`config.mk`:
```
export PLATFORM = sky130hd
export DESIGN_NAME = decode_fwd_stage
export DESIGN_NICKNAME = d
export VERILOG_FILES = /design/src/rtl/rv32_pkg.sv /design/src/rtl/fwd_mux.sv /design/src/rtl/decode_fwd_stage.sv
export SDC_FILE = /design/constraint.sdc
export NUM_CORES = 1
export LEC_CHECK = 0
export ABC_AREA = 1
export CORE_UTILIZATION = 40
export CTS_CLUSTER_DIAMETER = 50
export DETAILED_ROUTE_END_ITERATION = 7
export HOLD_SLACK_MARGIN = 0.1
export PLACE_DENSITY = 0.7
export SYNTH_ARGS = -nofsm -noshare
export SYNTH_HDL_FRONTEND = slang
export SYNTH_SLANG_ARGS = --single-unit
```
`constraint.sdc`:
```
create_clock -name clk -period 3.05 [get_ports clk]
set_input_delay 0.305 -clock clk [delete_from_list [all_inputs] [get_ports clk]]
set_output_delay 0.305 -clock clk [all_outputs]
set_load 0.01 [all_outputs]
```
`src/rtl/rv32_pkg.sv`:
```
// Shared RV32 decode definitions.
// Holds the major opcodes the decode stage inspects, the canonical bubble
// instruction, the per-cycle action of the decode stage and helpers that
// slice instruction fields and tell which source registers an opcode reads.
package rv32_pkg;

    localparam logic [6:0] OP_LOAD   = 7'b0000011;
    localparam logic [6:0] OP_STORE  = 7'b0100011;
    localparam logic [6:0] OP_BRANCH = 7'b1100011;
    localparam logic [6:0] OP_R      = 7'b0110011;
    localparam logic [6:0] OP_LUI    = 7'b0110111;
    localparam logic [6:0] OP_AUIPC  = 7'b0010111;
    localparam logic [6:0] OP_JAL    = 7'b1101111;

    // addi x0, x0, 0
    localparam logic [31:0] NOP_INSN = 32'h0000_0013;

    // What the decode stage does with its two registers on the next edge.
    typedef enum logic [1:0] {
        ActAdvance,  // ID takes fetch, EX takes ID
        ActHold,     // both registers keep their contents
        ActBubble,   // ID keeps its instruction, EX takes a NOP
        ActFlush     // both registers become NOP/invalid
    } stage_act_e;

    function automatic logic [6:0] opcode_of(input logic [31:0] ins);
        return ins[6:0];
    endfunction

    function automatic logic [4:0] rd_of(input logic [31:0] ins);
        return ins[11:7];
    endfunction

    function automatic logic [4:0] rs1_of(input logic [31:0] ins);
        return ins[19:15];
    endfunction

    function automatic logic [4:0] rs2_of(input logic [31:0] ins);
        return ins[24:20];
    endfunction

    function automatic logic uses_rs1(input logic [31:0] ins);
        logic [6:0] op;
        op = ins[6:0];
        return !((op == OP_LUI) || (op == OP_AUIPC) || (op == OP_JAL));
    endfunction

    function automatic logic uses_rs2(input logic [31:0] ins);
        logic [6:0] op;
        op = ins[6:0];
        return (op == OP_R) || (op == OP_STORE) || (op == OP_BRANCH);
    endfunction

endpackage

```
`src/rtl/fwd_mux.sv`:
```
// Priority operand selector.
// Picks the result of the lowest-index enabled forwarding source whose
// destination matches the requested register; otherwise (or for x0) passes
// the register-file read data through.
//   rs       in  requested source register
//   rso      in  register-file read data for rs
//   fwd_en   in  per-source valid
//   fwd_rd   in  per-source destination, source i at [5i+4:5i]
//   fwd_val  in  per-source result, source i at [XLEN*i +: XLEN]
//   operand  out resolved operand
module fwd_mux #(
    parameter int unsigned NUM_FWD = 2,
    parameter int unsigned XLEN    = 32
) (
    input  logic [4:0]              rs,
    input  logic [XLEN-1:0]         rso,
    input  logic [NUM_FWD-1:0]      fwd_en,
    input  logic [5*NUM_FWD-1:0]    fwd_rd,
    input  logic [XLEN*NUM_FWD-1:0] fwd_val,
    output logic [XLEN-1:0]         operand
);

    always_comb begin
        operand = rso;
        // Walk from the farthest source to the nearest so index 0 wins last.
        for (int i = int'(NUM_FWD) - 1; i >= 0; i--) begin
            if (fwd_en[i] && (rs != 5'd0) && (fwd_rd[5*i +: 5] == rs)) begin
                operand = fwd_val[XLEN*i +: XLEN];
            end
        end
    end

endmodule

```
`src/rtl/decode_fwd_stage.sv`:
```
// RV32 decode / operand-resolution stage.
// Holds the fetched instruction in an ID register, resolves rs1/rs2 through
// the forwarding network (falling back to register-file data), and registers
// instruction plus operands into the ID/EX register. Inserts one bubble on a
// load-use dependency and counts those stall cycles (saturating).
//   clk, rst              clock, synchronous active-low reset
//   ins_dec_in            instruction from fetch
//   stall_in, flush       downstream freeze, branch/jump redirect
//   rso1, rso2 / rs1, rs2 register-file read data / read addresses
//   fwd_en/fwd_rd/fwd_val forwarding sources, index 0 highest priority
//   ins_ex_out, alu_in1, alu_in2, ex_valid  ID/EX register
//   stall_out             fetch must hold its instruction
//   hazard_cnt            saturating load-use stall count
module decode_fwd_stage
    import rv32_pkg::*;
#(
    parameter int unsigned XLEN    = 32,
    parameter int unsigned NUM_FWD = 2,
    parameter logic [31:0] NOP     = NOP_INSN,
    parameter int unsigned CNT_W   = 16
) (
    input  logic                    clk,
    input  logic                    rst,
    input  logic [31:0]             ins_dec_in,
    input  logic                    stall_in,
    input  logic                    flush,
    input  logic [XLEN-1:0]         rso1,
    input  logic [XLEN-1:0]         rso2,
    output logic [4:0]              rs1,
    output logic [4:0]              rs2,
    input  logic [NUM_FWD-1:0]      fwd_en,
    input  logic [5*NUM_FWD-1:0]    fwd_rd,
    input  logic [XLEN*NUM_FWD-1:0] fwd_val,
    output logic [31:0]             ins_ex_out,
    output logic [XLEN-1:0]         alu_in1,
    output logic [XLEN-1:0]         alu_in2,
    output logic                    ex_valid,
    output logic                    stall_out,
    output logic [CNT_W-1:0]        hazard_cnt
);

    logic [31:0]      id_ins_q, id_ins_d;
    logic             id_valid_q, id_valid_d;
    logic [31:0]      ex_ins_q, ex_ins_d;
    logic [XLEN-1:0]  ex_op1_q, ex_op1_d;
    logic [XLEN-1:0]  ex_op2_q, ex_op2_d;
    logic             ex_valid_q, ex_valid_d;
    logic [CNT_W-1:0] cnt_q, cnt_d;

    logic [XLEN-1:0]  op1_res, op2_res;
    logic [4:0]       rd_ex;
    logic             load_use;
    stage_act_e       act;

    assign rs1   = rs1_of(id_ins_q);
    assign rs2   = rs2_of(id_ins_q);
    assign rd_ex = rd_of(ex_ins_q);

    // The load in EX has no result yet, so a consumer in ID must wait a cycle
    // and pick the value up from the MEM-side forwarding source.
    assign load_use = ex_valid_q && (opcode_of(ex_ins_q) == OP_LOAD) && (rd_ex != 5'd0)
                      && id_valid_q
                      && ((uses_rs1(id_ins_q) && (rd_ex == rs1))
                          || (uses_rs2(id_ins_q) && (rd_ex == rs2)));

    assign stall_out = rst & ~flush & (stall_in | load_use);

    fwd_mux #(
        .NUM_FWD (NUM_FWD),
        .XLEN    (XLEN)
    ) u_fwd_rs1 (
        .rs      (rs1),
        .rso     (rso1),
        .fwd_en  (fwd_en),
        .fwd_rd  (fwd_rd),
        .fwd_val (fwd_val),
        .operand (op1_res)
    );

    fwd_mux #(
        .NUM_FWD (NUM_FWD),
        .XLEN    (XLEN)
    ) u_fwd_rs2 (
        .rs      (rs2),
        .rso     (rso2),
        .fwd_en  (fwd_en),
        .fwd_rd  (fwd_rd),
        .fwd_val (fwd_val),
        .operand (op2_res)
    );

    always_comb begin
        if (flush) begin
            act = ActFlush;
        end else if (stall_in) begin
            act = ActHold;
        end else if (load_use) begin
            act = ActBubble;
        end else begin
            act = ActAdvance;
        end
    end

    always_comb begin
        id_ins_d   = id_ins_q;
        id_valid_d = id_valid_q;
        ex_ins_d   = ex_ins_q;
        ex_op1_d   = ex_op1_q;
        ex_op2_d   = ex_op2_q;
        ex_valid_d = ex_valid_q;
        cnt_d      = cnt_q;
        unique case (act)
            ActFlush: begin
                id_ins_d   = NOP;
                id_valid_d = 1'b0;
                ex_ins_d   = NOP;
                ex_op1_d   = '0;
                ex_op2_d   = '0;
                ex_valid_d = 1'b0;
            end
            ActHold: begin
            end
            ActBubble: begin
                ex_ins_d   = NOP;
                ex_op1_d   = '0;
                ex_op2_d   = '0;
                ex_valid_d = 1'b0;
                if (cnt_q != '1) begin
                    cnt_d = cnt_q + CNT_W'(1);
                end
            end
            ActAdvance: begin
                id_ins_d   = ins_dec_in;
                id_valid_d = 1'b1;
                ex_ins_d   = id_ins_q;
                ex_op1_d   = op1_res;
                ex_op2_d   = op2_res;
                ex_valid_d = id_valid_q;
            end
            default: begin
            end
        endcase
    end

    always_ff @(posedge clk) begin
        if (!rst) begin
            id_ins_q   <= NOP;
            id_valid_q <= 1'b0;
            ex_ins_q   <= NOP;
            ex_op1_q   <= '0;
            ex_op2_q   <= '0;
            ex_valid_q <= 1'b0;
            cnt_q      <= '0;
        end else begin
            id_ins_q   <= id_ins_d;
            id_valid_q <= id_valid_d;
            ex_ins_q   <= ex_ins_d;
            ex_op1_q   <= ex_op1_d;
            ex_op2_q   <= ex_op2_d;
            ex_valid_q <= ex_valid_d;
            cnt_q      <= cnt_d;
        end
    end

    assign ins_ex_out = ex_ins_q;
    assign alu_in1    = ex_op1_q;
    assign alu_in2    = ex_op2_q;
    assign ex_valid   = ex_valid_q;
    assign hazard_cnt = cnt_q;

endmodule

```
==> run_results.csv <==
group,metric,value,unit
setup_path,worstSetupEndpointType,"primary output",
route,routedWlPerCell,16.0,µm
setup_path,worstPathArrival,2450,ps
clocking,numCtsBuffers,17,
clocking,htree_levels,4,
logic_synthesis,simple_gate_share,0.374,
logic_synthesis,top_area_frac,0.361,
route,drc,0,
die,fp.dieW,144,µm
placed_design,place_area,11200,µm²
worst_hold_path,min_path_cells,3,
route,drt-pass1-iter-count,7,
timing,fin_skew,12.7,ps
logic_synthesis,adder_share,0.00309,
grt,gr-total-overflow,0,
logic_synthesis,edf_count,0,
logic_synthesis,ys_sh_xor,0.0141,
timing,max_freq,363,MHz
die,core,19700,µm²
logic_synthesis,synth_nets,1457,
timing,period_needed,2750,ps
die,fp.dieH,144,µm
logic_synthesis,async_reset_ff_frac,0,
logic_synthesis,common_cells,"nand2_1, dfxtp_1, nand3_1, a21oi_1, inv_1",
timing,min_period_over_period,0.903,
logic_synthesis,ys_ff,146,
die,row_count,51,
timing,worstMarginPinSlew,691,ps
clocking,clkLatencyLatePin,430,ps
timing,rsz0062_at_grt,"no",
finish,lay_top_cells,"nand2_1, clkdlybuf4s50_1, dfxtp_1",
clocking,postCtsSetupBuffers,0,
die,initial_core_util,0.411,
grt,grt_pass1_wl,44400,µm
grt,grt_usage,0.276,
timing,finalHoldViolCount,0,
placed_design,dp_hpwl,20400,µm
timing,setup_tns,0,ps
setup_path,max_stage_delay,600,ps
route,via_per_inst,5.06,
logic_synthesis,synth_area_leader_cell,"dfxtp_1",
route,wl,28800,µm
setup_path,cp_num_cells,9,
worst_hold_path,min_path_type,"primary input to register",
power,power_density,419,nW/µm²
flow_run,cap_violations,0,
clocking,cts_hold_repair.buffers,0,
grt,antenna_found_initial,2,
setup_path,crit_path_cell_trace,"inv_2 > nand2_1 > nand2_1 > nor3_1 > nand2_1 > nand2_2 > nand2_2 > a211oi_1 > clkdlybuf4s50_1",
logic_synthesis,yosysChipArea,8090,µm²
placed_design,gp_congestion,0.906,
timing,drv_slew,0,
clocking,path_clk_slew,70,ps
die,die_area,20800,µm²
logic_synthesis,yosysMostFrequentCell,"nand2_1",
setup_path,crit_top_cell,"nand2_1",
finish,drive_gt1_frac,0.0532,
setup_path,crit_required,2740,ps
logic_synthesis,ff_type,"dfxtp_1",
finish,nNetsFinal,1707,
logic_synthesis,syn_area,8090,µm²
logic_synthesis,syn_inst,1279,
die,boundaryPins,300,
clocking,cts.path.max_buffers,2,
run_status,status,"finished, final reports clean",
finish,layout.cells.most_common,"nand2_1",
clocking,tritoncts,"yes",
clocking,cts_resized,0,
logic_synthesis,area_leaders,"dfxtp_1, nand2_1, nand3_1",
route,drt_iter0_drc,607,
placed_design,io_buffers,299,
setup_path,path_buffers,2,
setup_path,path_max_fanout,7,
finish,comb_area,4250,µm²
setup_path,cpLargestDelayFamily,"buffers and inverters",
finish,fillCellCount,1947,
flow_run,tool_warnings,28,
finish,stdcell_area,11800,µm²
power,total_leakage_power,0.00471,µW
finish,syn_to_final_growth,46.0,%
setup_path,crit_slowest_cell,"clkdlybuf4s50_1",
finish,diodes,0,
logic_synthesis,ys_cells,1279,
logic_synthesis,synth-compound-area-share,0.128,
finish,ff_latch_area,2920,µm²
logic_synthesis,synth.distinct_cells,36,
logic_synthesis,yosys.stat.seqShare,0.361,
power,peakVddDrop,0.384,mV
setup_path,start_kind,"register",
logic_synthesis,topCombFamilyByArea,"simple AND/OR/NAND/NOR gates",
timing,setup_viol,0,
clocking,clockRootBuffer,"clkbuf_16",
logic_synthesis,yosys_warnings,0,
route,final_antenna_net_count,0,
route,vias,9138,
logic_synthesis,syn_avg_cell_area,6.32,µm²
grt,grt_pass1_vias,8436,
setup_path,path_class,"register to primary output",
grt,grt_max_degree,131,
timing,relSlewSlack,0.538,
setup_path,r2r.worst_path.cells,15,
logic_synthesis,ys_sh_mux,0.00418,
[cell type report]
class | count | share of cell area
clock buffer | 17 | 0.0360
timing repair buffer | 328 | 0.276
clock inverter | 15 | 0.0159
inverter | 115 | 0.0368
multi-input combinational | 921 | 0.360
sequential | 146 | 0.248
tap | 265 | 0.0281
[final timing paths]
path                                     start            end  slack (ps)
worst max-delay path              id_ins_q[21]      stall_out         300
worst min-delay path            ins_dec_in[30]   id_ins_q[30]         460
worst min register to register     id_ins_q[8]  ins_ex_out[8]         460
worst max register to register    id_ins_q[21]  hazard_cnt[9]         480
[registers in the layout (all words and copies together) (netlist names)]
register	flops
alu_in1	32
alu_in2	32
id_ins_q	32
ins_ex_out	32
hazard_cnt	16
ex_valid	1
id_valid_q	1
[where the power goes]
part	internal, µW	switching [µW]
clock network	1250	945
registers	1950	32.6
logic	393	381
[metal layers]
layer | track usage | routed length (µm)
met4 | 0.111 | 827
met1 | 0.342 | 12200
met3 | 0.0705 | 2700
met2 | 0.456 | 13100
met5 | 0 | 11
[per-stage QoR]
stage / setup WS [ps] / hold slack, ps / power [µW] / util / std cells
3_5_place_dp: 482 / 453 / 2800 / 0.570 / 1775
5_1_grt: 63.3 / 477 / 5150 / 0.601 / 1807
6_report: 297 / 460 / 4950 / 0.601 / 1807
2_1_floorplan: 801 / 440 / 2380 / - / 1279
4_1_cts: 301 / 449 / 4990 / 0.601 / 1807
3_3_place_gp: 589 / 449 / 2800 / 0.570 / 1775
[cells by family (layout without fill, tap and decap cells)]
family                   after synthesis  count (layout)
adder cells (fa/ha/maj)                2               2
multiplexers                           3               3
XOR/XNOR                              13              13
buffers and inverters                212             475
AND-OR/OR-AND                        186             186
AND/OR/NAND/NOR                      717             717
flip-flops                           146             146
Figure 1. Clock nets.
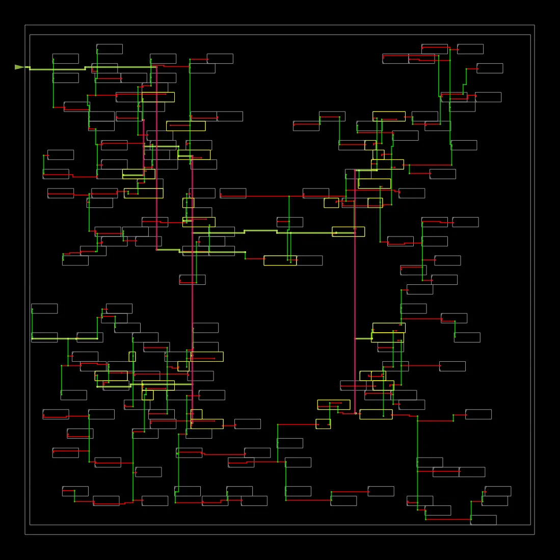
clock-net power: 2190 µW
CTS sink count: 146

Figure 2. Supply network.
Drawn at 2 px/µm. Pins as bars on the die edge.
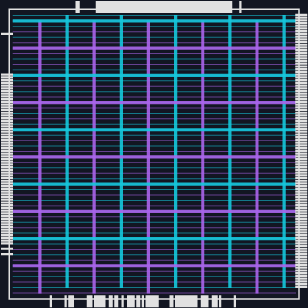
Key: VDD = cyan; VSS = purple
10 straps on met5. 52 met1 rails follow the rows.

Power is estimated from default activity; no workload was simulated.
